### Met3 routing

Bar = 20 um.
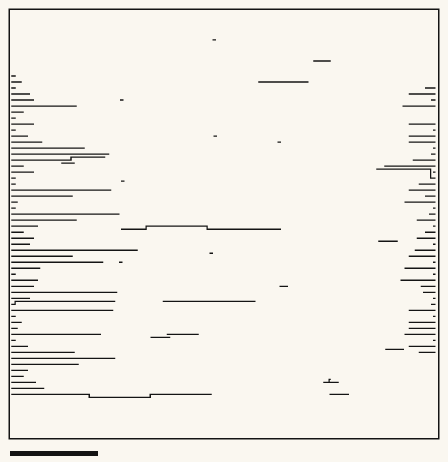
### Met4 routing

Supply wires on this layer in grey. Cells faint in the background.
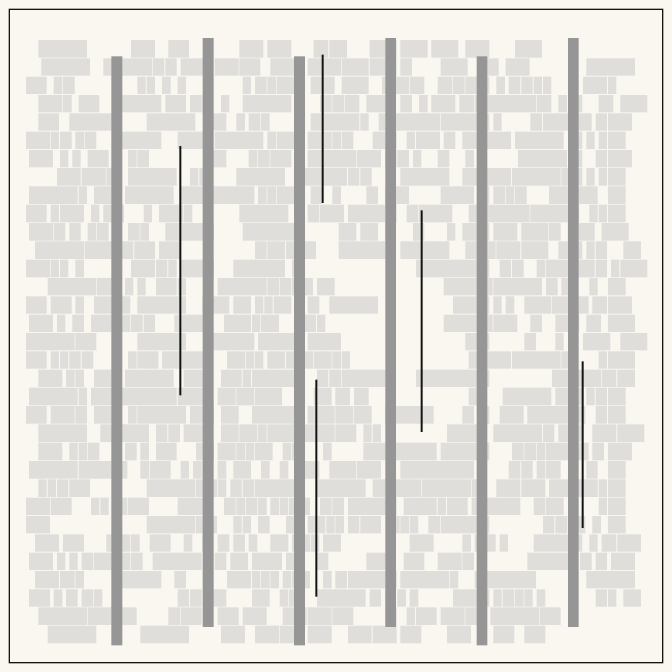
### Wiring by layer

Bar = 20 um.
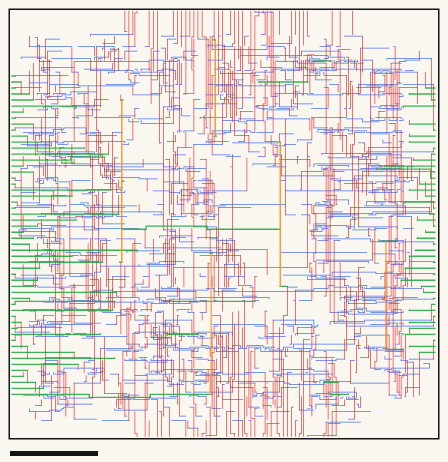
### Sizing map

Bar = 20 um.
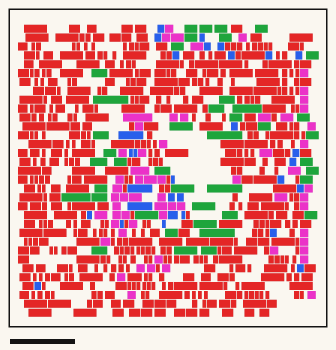
===== src/rtl/mem_access_controller.sv =====
// rtl/mem_access_controller.sv - MEM-stage sequencer for a single-ported wait-state SRAM
// Optional feature macro: MEM_RD_BUF_EN (one-entry read buffer keyed on SRAM word address)
module mem_access_controller #(
  parameter int          WAIT_CYCLES = 5,
  parameter logic [31:0] BASE_ADDR   = 32'd1024,
  parameter int          SRAM_AW     = 16
) (
  input  logic               clk,
  input  logic               rst,
  input  logic               wr_en,
  input  logic               rd_en,
  input  logic [31:0]        address,
  input  logic [31:0]        wdata,
  output logic [31:0]        rdata,
  output logic               ready,
  output logic [SRAM_AW-1:0] sram_addr,
  output logic [31:0]        sram_dq_out,
  input  logic [31:0]        sram_dq_in,
  output logic               sram_we_n,
  output logic               sram_oe_n
);

  localparam int CW = (WAIT_CYCLES > 1) ? $clog2(WAIT_CYCLES) : 1;
  localparam logic [CW-1:0] LAST = CW'(WAIT_CYCLES - 1);

  typedef enum logic [1:0] {IDLE, ACCESS, DONE} state_t;

  state_t             state, state_n;
  logic [CW-1:0]      cnt;
  logic [SRAM_AW-1:0] addr_q;
  logic [31:0]        wdata_q;
  logic               op_wr;
  logic               req;
  logic               hit;
  logic               last;
  logic [31:0]        offset;
  logic [SRAM_AW-1:0] word_addr;
  logic               unused_bits;

  // Byte offset from the SRAM window; the word index wraps modulo 2^SRAM_AW.
  assign offset      = address - BASE_ADDR;
  assign word_addr   = offset[SRAM_AW+1:2];
  assign unused_bits = ^{offset[31:SRAM_AW+2], offset[1:0]};

  assign req  = rd_en | wr_en;
  assign last = (cnt == LAST);

`ifdef MEM_RD_BUF_EN
  logic               buf_valid;
  logic [SRAM_AW-1:0] buf_tag;
  logic [31:0]        buf_data;

  // A pure read (write wins when both enables are high) of the buffered word skips the SRAM.
  assign hit = rd_en & ~wr_en & buf_valid & (buf_tag == word_addr);
`else
  assign hit = 1'b0;
`endif

  // State register.
  always_ff @(posedge clk) begin
    if (rst) state <= IDLE;
    else     state <= state_n;
  end

  // Next-state logic: DONE always returns to IDLE so a held request is seen as a new instruction.
  always_comb begin
    state_n = state;
    case (state)
      IDLE:    if (req) state_n = hit ? DONE : ACCESS;
      ACCESS:  if (last) state_n = DONE;
      DONE:    state_n = IDLE;
      default: state_n = IDLE;
    endcase
  end

  // Datapath: latch the request in IDLE, count wait states, capture read data on the final cycle.
  always_ff @(posedge clk) begin
    if (rst) begin
      cnt     <= '0;
      addr_q  <= '0;
      wdata_q <= '0;
      op_wr   <= 1'b0;
      rdata   <= '0;
`ifdef MEM_RD_BUF_EN
      buf_valid <= 1'b0;
      buf_tag   <= '0;
      buf_data  <= '0;
`endif
    end else begin
      case (state)
        IDLE: begin
          if (req) begin
            addr_q  <= word_addr;
            wdata_q <= wdata;
            op_wr   <= wr_en;
            cnt     <= '0;
`ifdef MEM_RD_BUF_EN
            if (hit) rdata <= buf_data;
`endif
          end
        end
        ACCESS: begin
          cnt <= cnt + 1'b1;
          if (last) begin
            if (!op_wr) begin
              rdata <= sram_dq_in;
`ifdef MEM_RD_BUF_EN
              buf_valid <= 1'b1;
              buf_tag   <= addr_q;
              buf_data  <= sram_dq_in;
`endif
            end
`ifdef MEM_RD_BUF_EN
            else if (buf_valid && buf_tag == addr_q) begin
              buf_data <= wdata_q;
            end
`endif
          end
        end
        default: ;
      endcase
    end
  end

  // Outputs: strobes only during ACCESS and dropped immediately while reset is asserted.
  always_comb begin
    ready       = 1'b0;
    sram_we_n   = 1'b1;
    sram_oe_n   = 1'b1;
    sram_dq_out = '0;
    sram_addr   = addr_q;
    case (state)
      IDLE: ready = ~req;
      ACCESS: begin
        if (!rst) begin
          if (op_wr) begin
            sram_we_n   = 1'b0;
            sram_dq_out = wdata_q;
          end else begin
            sram_oe_n = 1'b0;
          end
        end
      end
      DONE:    ready = 1'b1;
      default: ready = 1'b0;
    endcase
  end

endmodule

===== config.mk =====
export PLATFORM = sky130hd
export DESIGN_NAME = mem_access_controller
export DESIGN_NICKNAME = d
export VERILOG_FILES = /design/src/rtl/mem_access_controller.sv
export SDC_FILE = /design/constraint.sdc
export NUM_CORES = 1
export LEC_CHECK = 0
export ABC_AREA = 1
export CAP_MARGIN = 15
export CORE_MARGIN = 2
export CORE_UTILIZATION = 39
export DETAILED_ROUTE_END_ITERATION = 16
export PLACE_DENSITY_LB_ADDON = 0.15
export SYNTH_ARGS = -nofsm -noshare
export SYNTH_HDL_FRONTEND = slang
export SYNTH_SLANG_ARGS = --single-unit

===== constraint.sdc =====
create_clock -name clk -period 1.4 [get_ports clk]
set_input_delay 0.28 -clock clk [delete_from_list [all_inputs] [get_ports clk]]
set_output_delay 0.28 -clock clk [all_outputs]
set_load 0.02 [all_outputs]

==> summary.txt <==
flow finished, numbers: outcome finished, violations left, failing checks setup timing, crit path cell chain inv_2 -> nand2_4 -> nor2_4 -> nand2_4 -> clkbuf_16 -> nor2_4 -> buf_6, CTS tree yes, total of max-cap violations 0, Inst Count DP approximately 730, comb area leader simple AND/OR/NAND/NOR gates, nets 751, Unique cell types 20, adder share 1.116%, H-Tree Depth 3, Routed Antenna Nets 0, drt first-iter violations approximately 87, Power Dens Cells 1059 nW/um2, Synth Area per Inst 7.330 um2, critical path depth 7, Sink Count 86, Seq. cell area 1725 um2, CTS root buffer clkbuf_8, IO buf count approximately 170, Slew headroom 81.75%, clock period minus worst slack 1723 ps, clk_lat worst skew 340 ps, Synth area leader dfxtp_1, crit path max fanout 8, area reported by Yosys stat between 3000 and 4000 um2, post-route worst setup slack -322.9 ps, min-delay worst type flip-flop to flip-flop, ant diodes 0, grt ovf 0, Commonest Layout Cell nor2_1, Final setup viols 35, most frequent cells in the layout 101 x nor2_1, 83 x dfxtp_1, 83 x clkdlybuf4s50_1, CTS Hold Bufs 0, CP max stage cell dfxtp_2, critical path buffer and inverter count 3, Max Slew Vio Count 0, Worst Path Arrival 1440 ps, Power Total 6.120 mW, Filler cells 712, delay-heaviest family, CP simple AND/OR/NAND/NOR gates, reg2reg setup slack 60 ps, Post-synth area hogs dfxtp_1 51%, nor2_1 14%, o21ai_0 11%, a21oi_1 6.1%, inv_1 5.9%, AO/OA Area Share between 10% and 20%, largest net degree at the start of global routing approximately 53, crit path capture sram_dq_out[11], Via density 4.673, Post-Syn Nets 562, antenna violations before repair 0, Layout Skew around 6.7 ps, die width 96.88 um, design area 5777 um2, WHS Path Cells 2, DR WL/cell between 10 and 15 um, fp_density between 40% and 50%, worst r2r dst rdata[0]$_SDFFE_PP0P_, CP Capture Type primary output, Gate Area 1444 um2, Ports ~180, Placer Congestion 0.7793, Worst setup SP type flip-flop, Post-synth seq share 51.17%, Die Ht 96.88 um, tool warnings 46, DP Area 5356 um2, Basic Gates by Area 19.15%, number of global-route vias before repair 3390, layout cell share with drive strength beyond 1 20.37%, fin crit share 123.1%, XORs/XNORs by Area 0%, Lkg Pwr about 2.7 nW, RSZ-0062 raised after global routing yes, slowest stage delay, CP 330 ps, mux frac, synth 0%, flops out of synthesis 86, gr usage total 18.95%, relative area change from synthesis to final layout 71.70%, Inserted Clock Buffers 9, Longest Clk Path Bufs 2, CP required 1120 ps, Clock Pin Slew Worst Setup and Hold Paths 90 ps, first-pass GRT wire length 14880 um, synthesized instance count about 460, crit path from state[1]$_SDFFE_PP0P_, reg2reg path depth 8, drt pass-1 iters 5, FP Rows 33, DP HPWL around 6500 um, VDD IR max 0.0005443 V, WS Path Type flip-flop to primary output
Notes on 'Met3 routing' above:
nets with wire on the layer: 108
longest straight run: 28.3 um
main direction: horizontal
share of all routed wire: 8.2%
wire length on this layer: 773 um
grt met3 use: 6.936%
Total Wirelength: 9484 um
DR vias: 3542

Notes on 'Met4 routing' above:
main direction: vertical
nets with wire on the layer: 4
wire length on this layer: 148 um
share of all routed wire: 1.6%
longest straight run: 36.7 um

Notes on 'Wiring by layer' above:
| colour | layer | wire length |
|---|---|---|
| green | met3 | 773 um |
| blue | met1 | 4140 um |
| orange | met4 | 148 um |
| red | met2 | 4430 um |

Notes on 'Sizing map' above:
| colour | size | cells | share | most used |
|---|---|---|---|---|
| magenta | drive 3 to 4 | 61 | 9.3% | buf_4 |
| blue | drive 2 | 30 | 4.6% | nor2_2 |
| green | drive 6 and up | 42 | 6.4% | buf_6 |
| red | drive 1 or less | 520 | 80% | nor2_1 |

==> metrics by stage <==
step	TNS [ps]	util, %	setup slack, ps	hold WS [ps]
after floorplan	-1446	-	-51.05	370.0
after detailed placement	-33750	64.54	-775.7	443.9
after global routing	-12990	69.61	-400.8	474.6
after CTS	-9481	66.98	-314.9	455.3
after global placement	-32570	64.54	-748.0	440.3
final	-10210	69.61	-322.9	457.9
==> flip-flops by register name, indices dropped and copies added, names as in the netlist <==
| name | count |
|---|---|
| op_wr | 1 |
| wdata_q | 32 |
| sram_addr | 16 |
| state | 2 |
| rdata | 32 |
| cnt | 3 |
==> report_power, final <==
group	internal (mW)	total, mW	switching [mW]
registers	2.63	2.70	0.0647
clock network	1.37	2.21	0.843
logic	0.600	1.21	0.614
==> final cells by class <==
type                    instances  share of cell area [%]
repair buffers                206                   34.63
flip-flops and latches         86                   29.87
multi-input cells             290                   24.99
inverters                      55                   3.704
clock inverters                 6                   2.318
well taps                     105                   2.274
clock buffers                  10                   2.209
==> synth_stat cells <==
cell        n
nor2_2      1
a21oi_1    41
o21ai_0    73
nand2_2     2
or2_2       1
inv_1      53
nand3_1     7
buf_4       2
buf_2      15
o21ai_1     9
dfxtp_1    86
buf_1       1
nor3_1      1
nor2_1    124
ha_1        3
nand2_1    26
nor3_4      1
inv_2       2
clkbuf_1   10
o31ai_1     1
==> logic make-up (layout without fill, tap and decap cells) <==
kind of cell,count (synthesis),in the layout
compound gates,124,124
fa+ha+maj,3,3
buf+inv,83,277
flops,86,86
simple gates,163,163
==> timing repair <==
| action | CTS | global route |
|---|---|---|
| gates resized | 246 | 47 |
| buffers inserted | 2 | 5 |
| pin swaps | 2 | 13 |
| endpoints found under the setup margin | 115 | 69 |
| cloned | 0 | 3 |
==> metal layers <==
metal,vias to the layer above,global-route usage [%],part of all wire (%)
met4,0,7.042,1.5
met5,-,0,0
met1,1575,22.63,44
li1,1826,-,-
met3,13,6.936,8.1
met2,128,31.20,47
==> worst min-delay path by stage <==
stage                                        start  slack [ps]                        end
after floorplan                        address[10]         370  sram_addr[8]$_SDFFE_PP0P_
after global placement    wdata_q[11]$_SDFFE_PP0P_         440   wdata_q[11]$_SDFFE_PP0P_
after detailed placement  wdata_q[11]$_SDFFE_PP0P_         440   wdata_q[11]$_SDFFE_PP0P_
after CTS                 wdata_q[11]$_SDFFE_PP0P_         460   wdata_q[11]$_SDFFE_PP0P_
after global routing      wdata_q[19]$_SDFFE_PP0P_         470   wdata_q[19]$_SDFFE_PP0P_
final                     wdata_q[20]$_SDFFE_PP0P_         460   wdata_q[20]$_SDFFE_PP0P_
==> tightest hold or removal path, stage by stage, from the launching register on <==
cell	delay, ps
dfxtp_1	310
inv_1	60
a21oi_1	60
No activity file was given, so power comes from the tool's default toggle rates.
